Figure 1. Signal wires on met1.
Supply wires on this layer in gray.
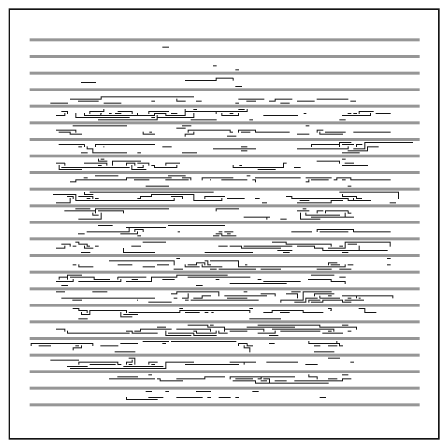
Figure 2. Met2 routing.
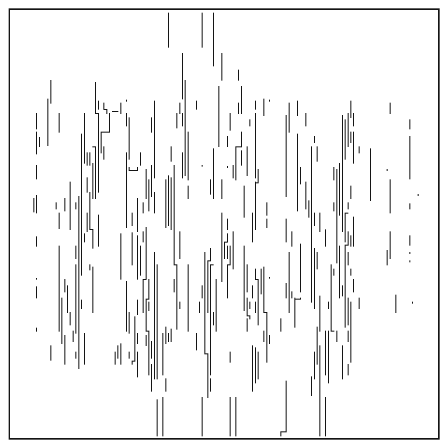
Figure 3. The metal 3 layer.
The bar under the picture is 20 um long.
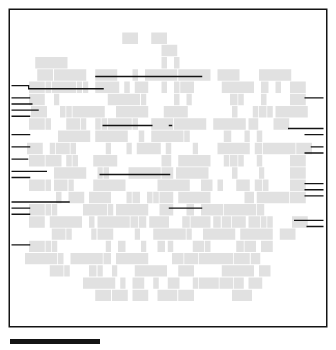
==> config.mk <==
export PLATFORM = sky130hd
export DESIGN_NAME = addsub_serial
export DESIGN_NICKNAME = d
export VERILOG_FILES = /design/src/rtl/addsub_serial.sv
export SDC_FILE = /design/constraint.sdc
export NUM_CORES = 1
export LEC_CHECK = 0
export CORE_MARGIN = 3
export CORE_UTILIZATION = 40
export DETAILED_ROUTE_END_ITERATION = 8
export PLACE_DENSITY = 0.66
export REMOVE_ABC_BUFFERS = 1
export SETUP_SLACK_MARGIN = 0.02
export SKIP_CTS_REPAIR_TIMING = 1
export SYNTH_ARGS = -nofsm -noshare
export SYNTH_HDL_FRONTEND = slang
export SYNTH_SLANG_ARGS = --single-unit
==> constraint.sdc <==
create_clock -name clk -period 1.9 [get_ports clk]
set_input_delay 0.38 -clock clk [delete_from_list [all_inputs] [get_ports clk]]
set_output_delay 0.38 -clock clk [all_outputs]
set_load 0.03 [all_outputs]
==> ci_impl_report.md <==
### Yosys + OpenROAD results

| Metric | Value |
|---|---|
| Status | `finished, final reports clean` |
| H-tree Lvls | `2` |
| Crit-path cells | `clkdlybuf4s50_1` |
| Hold Slack | `~450 ps` |
| Critical path depth | `1` |
| Core box area | `3830 um2` |
| Clk slew on worst S/H paths | `approximately 60 ps` |
| Top Ports | `35` |
| Die Wd | `70.2 um` |
| Num CTS Buffers | `5` |
| Synth flops | `35` |
| # diodes | `0` |
| # fillers | `383` |
| Cells on worst reg2reg path | `5` |
| Routed length per instance | `11.4 um` |
| Commonest Layout Cell | `nand2_1` |
| Yosys stat area | `1650 um2` |
| CTS tree | `yes` |
| CP top delay family | `buffers and inverters` |
| Final worst setup slack | `170 ps` |
| Final #Nets | `241` |
| Synth Warn # | `0` |
| CP bufs+invs | `1` |
| Final Setup Violations | `0` |
| Crit path arrival time | `1350 ps` |
| Initial Util | `43.1%` |
| Worst Clk Skew | `1.62 ps` |
| First-pass GRT wire length | `5150 um` |
| Port Buf Inserts | `34` |
| Unrepaired setup endpoints after global routing | `no` |
| Slew @ Worst Pin | `319 ps` |
| Initial antenna violation count | `0` |
| FF-to-FF setup slack | `310 ps` |
| Max Slew Vio Count | `0` |
| Maxcap violations | `0` |
| Area delta synth->final | `22.9%` |
| Die height | `70.2 um` |
| Register area share after synthesis | `42.5%` |
| Placer Congestion | `0.684` |
| Clock root cell | `clkbuf_8` |
| Clk ins delay skew pair | `280 ps` |
| Synth Cell Area | `1650 um2` |
| Sink Count | `35` |
| Fin. Hold Viols | `0` |
| Yosys Instances | `191` |
| Most common reg cell | `dfxtp_1` |
| Row count | `22` |
About Figure 1:
The layer holds 49% of the routed length. The layer carries 1450 um of wire. The wires run mostly horizontal. 191 nets have wire on it. The longest straight run is 20.2 um.
drt total wl: 2990 um
DR vias: 1302
grt met1 use: 16.3%

About Figure 2:
The layer holds 44% of the routed length. The wires run mostly vertical. The layer carries 1320 um of wire. The longest straight run is 28.2 um.
met2 Usage GRT: 19.9%

About Figure 3:
The longest straight run is 23.5 um. The wires run mostly horizontal. The layer holds 6.2% of the routed length. The layer carries 186 um of wire. 25 nets have wire on it.
met3 Use GR: 5.61%

-- cells by family after synthesis --
group,synth area share [%]
buffers and inverters,10.8
AND-OR/OR-AND,18.9
multiplexers,0.607
adder cells (fa/ha/maj),3.95
AND/OR/NAND/NOR,22.7
XOR/XNOR,0.532
flip-flops,42.5
-- worst register-to-register path, delay by kind of cell (launching register included) --
| kind | cells | cell delay [ps] |
|---|---|---|
| buf+inv | 1 | 70 |
| simple gates | 2 | 390 |
| flops | 1 | 370 |
| compound gates | 1 | 130 |
| fa+ha+maj | 1 | 570 |
-- per-stage QoR --
stage / utilization [%] / instance area [um2] / power, W / instances
global placement: 50.8 / 1940 / 0.00109 / 256
detailed placement: 50.8 / 1940 / 0.00110 / 256
finish: 52.9 / 2020 / 0.00156 / 262
global route: 52.9 / 2020 / 0.00165 / 262
CTS: 52.7 / 2020 / 0.00158 / 262
floorplan: - / 1480 / 0.000972 / 169
-- synthesized netlist by cell type, types with 2 or more instances --
cell type / count / area share (%)
ha_1: 2 / 1.5
inv_1: 2 / 0.46
buf_2: 2 / 0.61
nand3_1: 3 / 0.91
a21oi_1: 16 / 4.9
nand2_1: 55 / 13
buf_4: 8 / 3.6
clkbuf_1: 5 / 1.1
a311oi_1: 8 / 4.3
nor2b_1: 2 / 0.76
buf_6: 6 / 4.1
dfxtp_1: 35 / 43
nor2_1: 18 / 4.1
fa_1: 2 / 2.4
nand2b_1: 2 / 0.76
a211oi_1: 2 / 0.91
a311oi_2: 7 / 6.4
-- power breakdown --
| group | internal [W] | total [W] | switching [W] | leakage [nW] |
|---|---|---|---|---|
| clock | 0.000244 | 0.000479 | 0.000235 | 0.0371 |
| sequential | 0.000779 | 0.000812 | 0.0000324 | 0.288 |
| combinational | 0.000130 | 0.000267 | 0.000136 | 0.445 |
| total | 0.00115 | 0.00156 | 0.000404 | 0.770 |
-- layout make-up --
type	instances	area (um2)	share of cell area [%]
timing repair buffer	39	410	20.3
sequential	35	702	34.7
inverter	2	7.51	0.371
tap	48	60.1	2.97
clock buffer	6	72.6	3.58
multi-input combinational	132	772	38.1
-- per-layer routing --
layer | GRT usage (%) | wire length (um) | vias to the layer above
li1 | - | - | 693
met1 | 16.3 | 1450 | 574
met2 | 19.9 | 1320 | 29
met3 | 5.61 | 186 | 6
met4 | 3.83 | 37 | 0
met5 | 0 | 0 | -
Power is estimated from default activity; no workload was simulated.
